[config.mk]
export PLATFORM = sky130hd
export DESIGN_NAME = alu_result_wb
export DESIGN_NICKNAME = d
export VERILOG_FILES = /design/src/rtl/alu_result_wb.sv
export SDC_FILE = /design/constraint.sdc
export NUM_CORES = 1
export LEC_CHECK = 0
export ABC_AREA = 1
export CAP_MARGIN = 0
export CORE_MARGIN = 3
export CORE_UTILIZATION = 57
export DETAILED_ROUTE_END_ITERATION = 7
export DONT_BUFFER_PORTS = 1
export GPL_TIMING_DRIVEN = 1
export PLACE_DENSITY_LB_ADDON = 0.2
export SLEW_MARGIN = 20
export SYNTH_ARGS = -nofsm -noshare
export SYNTH_HDL_FRONTEND = slang
export SYNTH_SLANG_ARGS = --single-unit
[constraint.sdc]
create_clock -name clk -period 6.1 [get_ports clk]
set_input_delay 1.83 -clock clk [delete_from_list [all_inputs] [get_ports clk]]
set_output_delay 1.83 -clock clk [all_outputs]
set_load 0.02 [all_outputs]
[src/rtl/alu_result_wb.sv]
// alu_result_wb: writeback stage behind the 32-bit ALU.
// Takes one ALU result per input handshake, keeps the {N,Z,C,V} flag
// register, buffers results in a small FIFO and drains them to the
// register-file write port. A multiply produces two beats (low word at rd,
// high word at rd+1). Every other op produces one beat.
//
// Handshake rule (both ports): a transfer happens on a rising edge where
// valid and ready are both 1. valid never depends on ready. While wb_valid
// is 1 and wb_ready is 0, wb_addr and wb_data hold their values.
module alu_result_wb #(
    parameter int DEPTH   = 2,
    parameter int RF_AW   = 5,
    parameter int R0_ZERO = 1
) (
    input  logic             clk,
    input  logic             rst,
    input  logic             in_valid,
    output logic             in_ready,
    input  logic [3:0]       in_op,
    input  logic [RF_AW-1:0] in_rd,
    input  logic [31:0]      in_out,
    input  logic [31:0]      in_out0,
    input  logic             in_n,
    input  logic             in_z,
    input  logic             in_c,
    input  logic             in_v,
    output logic             wb_valid,
    input  logic             wb_ready,
    output logic [RF_AW-1:0] wb_addr,
    output logic [31:0]      wb_data,
    output logic [3:0]       psw,
    output logic             busy,
    output logic [1:0]       dbg_state
);

    // ------------------------------------------------------------------
    // Constants
    // ------------------------------------------------------------------
    localparam int PW = (DEPTH > 1) ? $clog2(DEPTH) : 1;
    localparam int CW = $clog2(DEPTH + 1);

    localparam logic [PW-1:0]    PTR_ONE  = PW'(1);
    localparam logic [CW-1:0]    CNT_ONE  = CW'(1);
    localparam logic [CW-1:0]    CNT_FULL = CW'(DEPTH);
    localparam logic [RF_AW-1:0] ADDR_ONE = RF_AW'(1);

    localparam logic [3:0] OP_MUL = 4'b0011;

    // Output FSM encoding
    localparam logic [1:0] ST_IDLE   = 2'd0;
    localparam logic [1:0] ST_MUL_LO = 2'd1;
    localparam logic [1:0] ST_MUL_HI = 2'd2;
    localparam logic [1:0] ST_SINGLE = 2'd3;

    // ------------------------------------------------------------------
    // Storage and state
    // ------------------------------------------------------------------
    logic [3:0]       q_op   [DEPTH];
    logic [RF_AW-1:0] q_rd   [DEPTH];
    logic [31:0]      q_out  [DEPTH];
    logic [31:0]      q_out0 [DEPTH];

    logic [PW-1:0] wr_ptr;
    logic [PW-1:0] rd_ptr;
    logic [CW-1:0] count;

    logic [1:0]  state;
    logic [31:0] hi_word;   // multiply high word waiting for its beat

    // ------------------------------------------------------------------
    // Control decode
    // ------------------------------------------------------------------
    logic             accept;
    logic             op_legal;
    logic             push;
    logic             beat_done;
    logic             slot_free;
    logic             pop;
    logic [3:0]       head_op;
    logic [RF_AW-1:0] head_rd;
    logic [31:0]      head_out;
    logic [31:0]      head_out0;
    logic [RF_AW-1:0] hi_addr;

    // Beats addressed to index 0 are swallowed when R0_ZERO is set.
    function automatic logic suppress(input logic [RF_AW-1:0] addr);
        return (R0_ZERO != 0) && (addr == '0);
    endfunction

    // in_ready comes straight from the registered count: no bypass when full.
    assign in_ready = !rst && (count < CNT_FULL);

    assign accept   = in_valid && in_ready;
    assign op_legal = (in_op[3:2] == 2'b00);
    assign push     = accept && op_legal;

    // A pending beat finishes on a handshake, or immediately when it was
    // suppressed (wb_valid is only low outside IDLE for suppressed beats).
    assign beat_done = (state != ST_IDLE) && (!wb_valid || wb_ready);

    // The output register can take a new entry when idle, or when the last
    // beat of the current entry finishes this cycle (back-to-back beats).
    assign slot_free = (state == ST_IDLE) ||
                       (beat_done && ((state == ST_SINGLE) || (state == ST_MUL_HI)));
    assign pop       = (count != '0) && slot_free;

    assign head_op   = q_op[rd_ptr];
    assign head_rd   = q_rd[rd_ptr];
    assign head_out  = q_out[rd_ptr];
    assign head_out0 = q_out0[rd_ptr];

    // wb_addr holds rd during MUL_LO; the high beat goes to rd+1 (wraps).
    assign hi_addr = wb_addr + ADDR_ONE;

    assign busy      = (count != '0) || (state != ST_IDLE);
    assign dbg_state = state;

    // ------------------------------------------------------------------
    // FIFO storage write (data only, no reset needed)
    // ------------------------------------------------------------------
    always_ff @(posedge clk) begin
        if (push) begin
            q_op[wr_ptr]   <= in_op;
            q_rd[wr_ptr]   <= in_rd;
            q_out[wr_ptr]  <= in_out;
            q_out0[wr_ptr] <= in_out0;
        end
    end

    // FIFO pointers and occupancy; a push and pop together leave count alone
    always_ff @(posedge clk) begin
        if (rst) begin
            wr_ptr <= '0;
            rd_ptr <= '0;
            count  <= '0;
        end else begin
            if (push) begin
                wr_ptr <= wr_ptr + PTR_ONE;
            end
            if (pop) begin
                rd_ptr <= rd_ptr + PTR_ONE;
            end
            if (push && !pop) begin
                count <= count + CNT_ONE;
            end else if (pop && !push) begin
                count <= count - CNT_ONE;
            end
        end
    end

    // Flag register: updated by every accepted legal op, illegal ops ignored
    always_ff @(posedge clk) begin
        if (rst) begin
            psw <= 4'b0000;
        end else if (push) begin
            psw <= {in_n, in_z, in_c, in_v};
        end
    end

    // Output FSM: loads the head entry, sequences multiply halves, drives wb_*
    always_ff @(posedge clk) begin
        if (rst) begin
            state    <= ST_IDLE;
            wb_valid <= 1'b0;
            wb_addr  <= '0;
            wb_data  <= '0;
            hi_word  <= '0;
        end else if (pop) begin
            wb_addr  <= head_rd;
            wb_valid <= !suppress(head_rd);
            if (head_op == OP_MUL) begin
                state   <= ST_MUL_LO;
                wb_data <= head_out0;
                hi_word <= head_out;
            end else begin
                state   <= ST_SINGLE;
                wb_data <= head_out;
            end
        end else if (beat_done && (state == ST_MUL_LO)) begin
            state    <= ST_MUL_HI;
            wb_addr  <= hi_addr;
            wb_data  <= hi_word;
            wb_valid <= !suppress(hi_addr);
        end else if (beat_done) begin
            state    <= ST_IDLE;
            wb_valid <= 1'b0;
        end
    end

endmodule
Fig. 1: run 1, clock wiring as the flow saved it
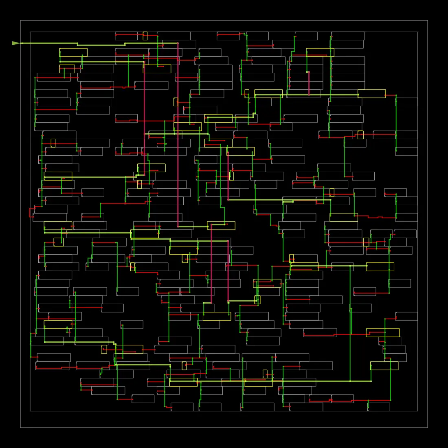
Sink Count: 227
clock group power: 1.36 mW
CLK BUF: 31
seq_cells: 227

Fig. 2: run 1, routed clock nets over the placement
Bar = 50 um.
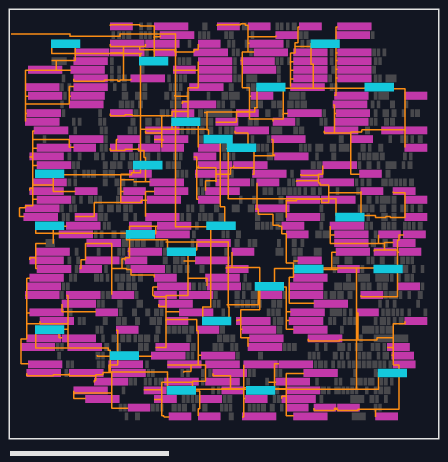
Key: clock-net drivers = cyan [count 24]; clock wires = orange [length 2470 um]; flip-flops = magenta [count 227]
There are 25 routed clock nets.
Final Skew: 0.0186 ns
Worst-Skew Late Latency: 0.52 ns
clock share of power: 0.294

Fig. 3: run 1, metal 4
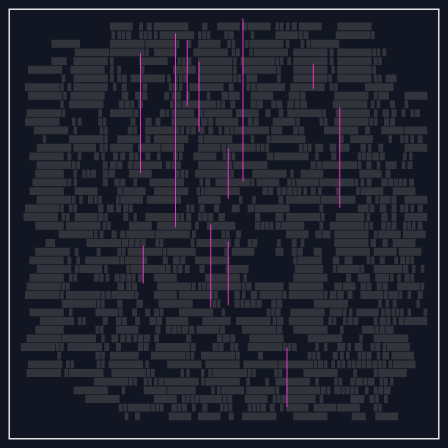
10 nets have wire on it. The wires run mostly vertical. The longest straight run is 60.5 um.
final wirelength: 20300 um
Via Count: 6475

[run 1: registers in the layout (all words and copies together), names as in the netlist, named ones only]
register   cells
wb_data       32
count          2
q_op           8
q_rd          10
wb_valid       1
hi_word       32
psw            4
q_out         64
q_out0        64
dbg_state      2
wb_addr        5
wr_ptr         1
rd_ptr         1
[run 1: synth_stat cells, drive strengths merged]
master  number  share of area
nand4       34          0.023
ha           3         0.0040
nor2        20         0.0093
o21ai       73          0.039
inv         87          0.035
nand3      105          0.061
xor2         1        0.00093
nand3b       2         0.0020
clkbuf      26          0.011
a31oi        3         0.0020
dfxtp       81           0.17
buf         35          0.025
nand2      310           0.12
a21oi       45          0.024
edfxtp     146           0.47
==> results.cfg, run 1 <==
; synthesis and place-and-route metrics
[power_and_ir_drop]
pwr-share-seq = 0.425
p_per_area_mw_per_mm2 = 455
finalPower_mw = 4.63
comb_power_mw = 1.30
peakVddDrop_mv = 0.262
power.internal_mw = 2.94
pg_seq_mw = 1.97
p_sw_frac = 0.365
power.group.top = sequential cells
power_frac_comb = 0.281

[worst_setup_path]
path_depth = 1
path_cells = nor2_1
worstSetupEndpointType = output pin
crit_type = in2out
crit_arrival_ns = 2.17
path_buffers = 0
worstPathMaxFanout = 46
max_stage_delay_ns = 0.33
critPathLaunch = rst
rrSetupSlack_ns = 2.95
required_ns = 4.27
r2r_cells = 10

[synth]
mappedNetlistArea_mm2 = 0.00939
ys_cells = 971
mux_area_frac = 0
synthTopLogicFamily = simple AND/OR/NAND/NOR gates
xor_area_frac = 0.000933
yosysWarnings = 0
ys_sh_simple = 0.220
yosys.area_share.aoi = 0.0649
syn_inst = 971
ys_chip_area_mm2 = 0.00939
adder_share = 0.00400
avgSynthCellArea_um2 = 9.67
ys_seq_frac = 0.639

[layout]
final_util = 0.635
inv_count = 87
final_common_cell = nand2_1
final_area_mm2 = 0.0102
fillers = 1367
non_clock_buffer_count = 10
layout-drive-gt1-share = 0.0716
buffer_area_frac = 0.00739
antennaDiodeCount = 0
layout.cells.non_filler = 1180
sh_seq_area = 0.591
fin_nets = 1030
clockNetworkAreaShare = 0.0733
comb_area_frac = 0.269
area.growth.synth_to_final_pct = 8.18
final_cell_mix = 307 x nand2_1, 146 x edfxtp_1, 95 x nand3_1
largest_class = sequential cells
logic_gates = 596

[sta]
period_used_share = 0.656
rsz0062_at_grt = no
finalCriticalPeriod_ns = 4.00
slew_violations = 0
holdWs_ns = 0.452
tightest_slew_ns = 1.07
setup_viol = 0
fin_ws_ns = 2.10
hold_viol = 0

[placement]
place.gp.congestion = 0.783
place.detailed.hpwl_um = 11400
place_area_mm2 = 0.00942
port_buffers = 0
dp.cells = 1136

[clocking]
ctsHoldBuffers = 0
cts_tree = done
cts_resized = 0
clk_pin_slew_ns = 0.06
ctsHtreeMaxLevel = 1
cts_setup_buffers = 0

[drt]
wl_met1_um = 8450
highest_layer = met4
final_antenna_net_count = 0
vias_per_cell = 5.49
first_pass_iters = 5
drt_iter0_markers = 416

[worst_hold_path]
min_from = hi_word[0]
hold_path_depth = 2
hold_path_class = reg2reg

[floorplan]
initCoreUtil = 0.587
rows = 46
dieArea_mm2 = 0.0181
core_mm2 = 0.0160
dieWidth_um = 134
die_y_um = 134

[flow_run]
tool_warnings = 28
cap_violations = 0

[global_routing]
use_met1 = 0.292
met2_usage = 0.359
antenna_found_initial = 0
grt_pass1_wl_um = 31700
grt_usage = 0.221
busiest_layer = met2
grt_overflow = 0

[run_status]
status = complete, no violations
Fig. 4: run 1, placement by cell class
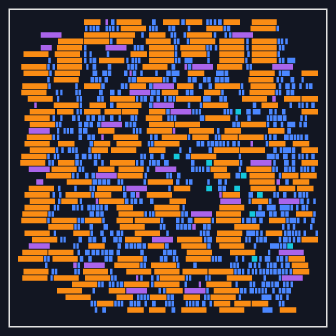

==> run 1 -> run 2 <==
==> constraint.sdc (replaced) <==
create_clock -name clk -period 3.58 [get_ports clk]
set_input_delay 1.074 -clock clk [delete_from_list [all_inputs] [get_ports clk]]
set_output_delay 1.074 -clock clk [all_outputs]
set_load 0.02 [all_outputs]
Fig. 5: run 2, placement by cell class
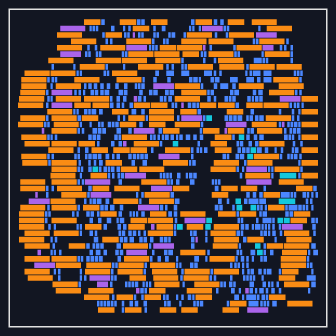
Key: remaining buffers and delay cells = cyan [cells 18, share of their area 1.6%]; clock drivers and dummy loads = purple [cells 44, share of their area 8.0%]; registers = orange [cells 227, share of their area 60%]; remaining logic cells = blue [cells 683, share of their area 31%]
Final Core Density: 0.644
Seq/total area: 0.583
Core ar.: 0.0160 mm2
Post-Layout Inst Area: 0.0103 mm2
row cnt: 46

Fig. 6: run 2, metal 4
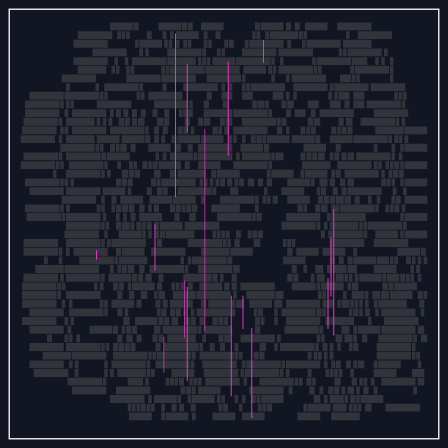
11 nets have wire on it. The layer holds 1.9% of the routed length. The wires run mostly vertical.
final wirelength: 20300 um
Via Count: 6450

==> results.cfg, run 2 <==
; synthesis and place-and-route metrics
[run_status]
status = complete, no violations

[power_and_ir_drop]
peakVddDrop_mv = 0.415
power.internal_mw = 5.18
pwr-share-seq = 0.416
p_sw_frac = 0.358
finalPower_mw = 8.07
power_frac_comb = 0.276
p_per_area_mw_per_mm2 = 784

[global_routing]
use_met1 = 0.290
grt_overflow = 0
antenna_found_initial = 1
busiest_layer = met2
grt_usage = 0.222
met2_usage = 0.358
grt_pass1_wl_um = 31700

[synth]
mux_area_frac = 0
synthTopLogicFamily = simple AND/OR/NAND/NOR gates
syn_inst = 971
yosysWarnings = 0
top_area_frac = 0.467
adder_share = 0.00400
ys_sh_simple = 0.220
avgSynthCellArea_um2 = 9.67
ff_type = edfxtp_1
ys_chip_area_mm2 = 0.00939
ys_cells = 971
yosys.area_share.aoi = 0.0649
yosys.area.top_type = edfxtp_1
mappedNetlistArea_mm2 = 0.00939
xor_area_frac = 0.000933
synth_async_sr_flop_share = 0
edf_count = 146
yosys.cell_count.top_type = nand2_1
ys_top_cells_by_count = 307 x nand2_1, 146 x edfxtp_1, 95 x nand3_1
ys_seq_frac = 0.639
synth.area.top_cells = edfxtp_1 47%, dfxtp_1 17%, nand2_1 12%, nand3_1 5.1%, o21ai_0 3.9%

[worst_setup_path]
path_cells = nor2_1
path_depth = 1
required_ns = 2.51
path_buffers = 0
crit_type = in2out
worstPathMaxFanout = 46
worstSetupEndpointType = output pin
r2r_cells = 10
max_stage_delay_ns = 0.36
crit_arrival_ns = 1.45

[worst_hold_path]
hold_path_depth = 2
hold_path_class = reg2reg

[flow_run]
tool_warnings = 28
cap_violations = 0

[placement]
place.gp.congestion = 0.765
place.detailed.hpwl_um = 12100
port_buffers = 0
place_area_mm2 = 0.00950
dp.cells = 1144

[layout]
layout-drive-gt1-share = 0.0813
layout.cells.non_filler = 1188
fin_nets = 1038
antennaDiodeCount = 0
final_common_cell = nand2_1
fillers = 1304
reg.largest.list = q_out0 x64, q_out x64
area.growth.synth_to_final_pct = 9.71
final_cell_mix = 307 x nand2_1, 146 x edfxtp_1, 95 x nand3_1

[sta]
rsz0062_at_grt = no
holdWs_ns = 0.454
fin_ws_ns = 1.06
hold_viol = 0
tns_ns = 0
setup_viol = 0
finalCriticalPeriod_ns = 2.52
slew_headroom = 0.402
tightest_slew_ns = 0.896
max_freq_mhz = 396
period_used_share = 0.705
slew_violations = 0

[clocking]
clkSinkCount = 227
clock_path_buffers = 3
cts_setup_buffers = 0
clk_pin_slew_ns = 0.05
ctsHoldBuffers = 0
cts_resized = 0
cts_root_buf = clkbuf_16
ctsHtreeMaxLevel = 1
cts_tree = done

[floorplan]
dieArea_mm2 = 0.0181
die_y_um = 134
ioPinCount = 127
initCoreUtil = 0.587
dieWidth_um = 134

[drt]
final_antenna_net_count = 0
highest_layer = met5
wl_met1_um = 8660
drt_iter0_markers = 669
vias_per_cell = 5.43
first_pass_iters = 5
Fig. 7: run 2, routed clock nets over the placement
Bar = 50 um.
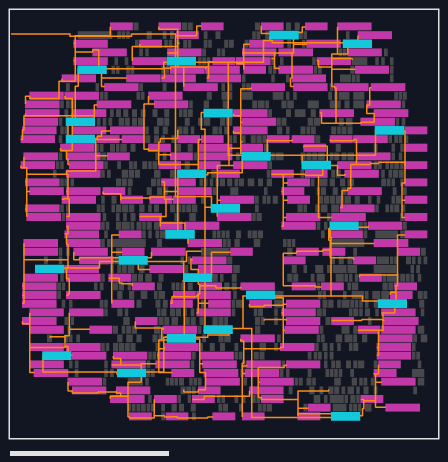
Key: clock-net drivers = cyan [count 24]; flip-flops = magenta [count 227]; clock wires = orange [length 2450 um]
There are 25 routed clock nets.
Final Skew: 0.0131 ns
clock group power: 2.48 mW
Worst-Skew Late Latency: 0.51 ns
clock share of power: 0.307

[run 2: power groups by stage]
stage                     Combinational, mW  Clock (mW)  Sequential, mW
after floorplan                        1.79           0            3.35
after global placement                 2.21           0            3.42
after detailed placement               2.24           0            3.42
after CTS                              2.25        2.52            3.36
after global routing                   2.55        2.63            3.39
final                                  2.23        2.48            3.36
[run 2: worst paths after layout]
kind               from           to  slack, ns
max                 rst     in_ready       1.06
min          hi_word[3]   hi_word[3]       0.45
max reg2reg    wb_valid  wb_data[24]       1.17
min reg2reg  hi_word[3]   hi_word[3]       0.45
[run 2: layout make-up]
cell class	count	share of cell area
clock buffers	31	0.0648
clock inverters	13	0.0131
inverters	87	0.0317
multi-input cells	596	0.266
flip-flops and latches	227	0.583
well taps	216	0.0262
repair buffers	18	0.0155
Power and IR drop assume default switching activity.
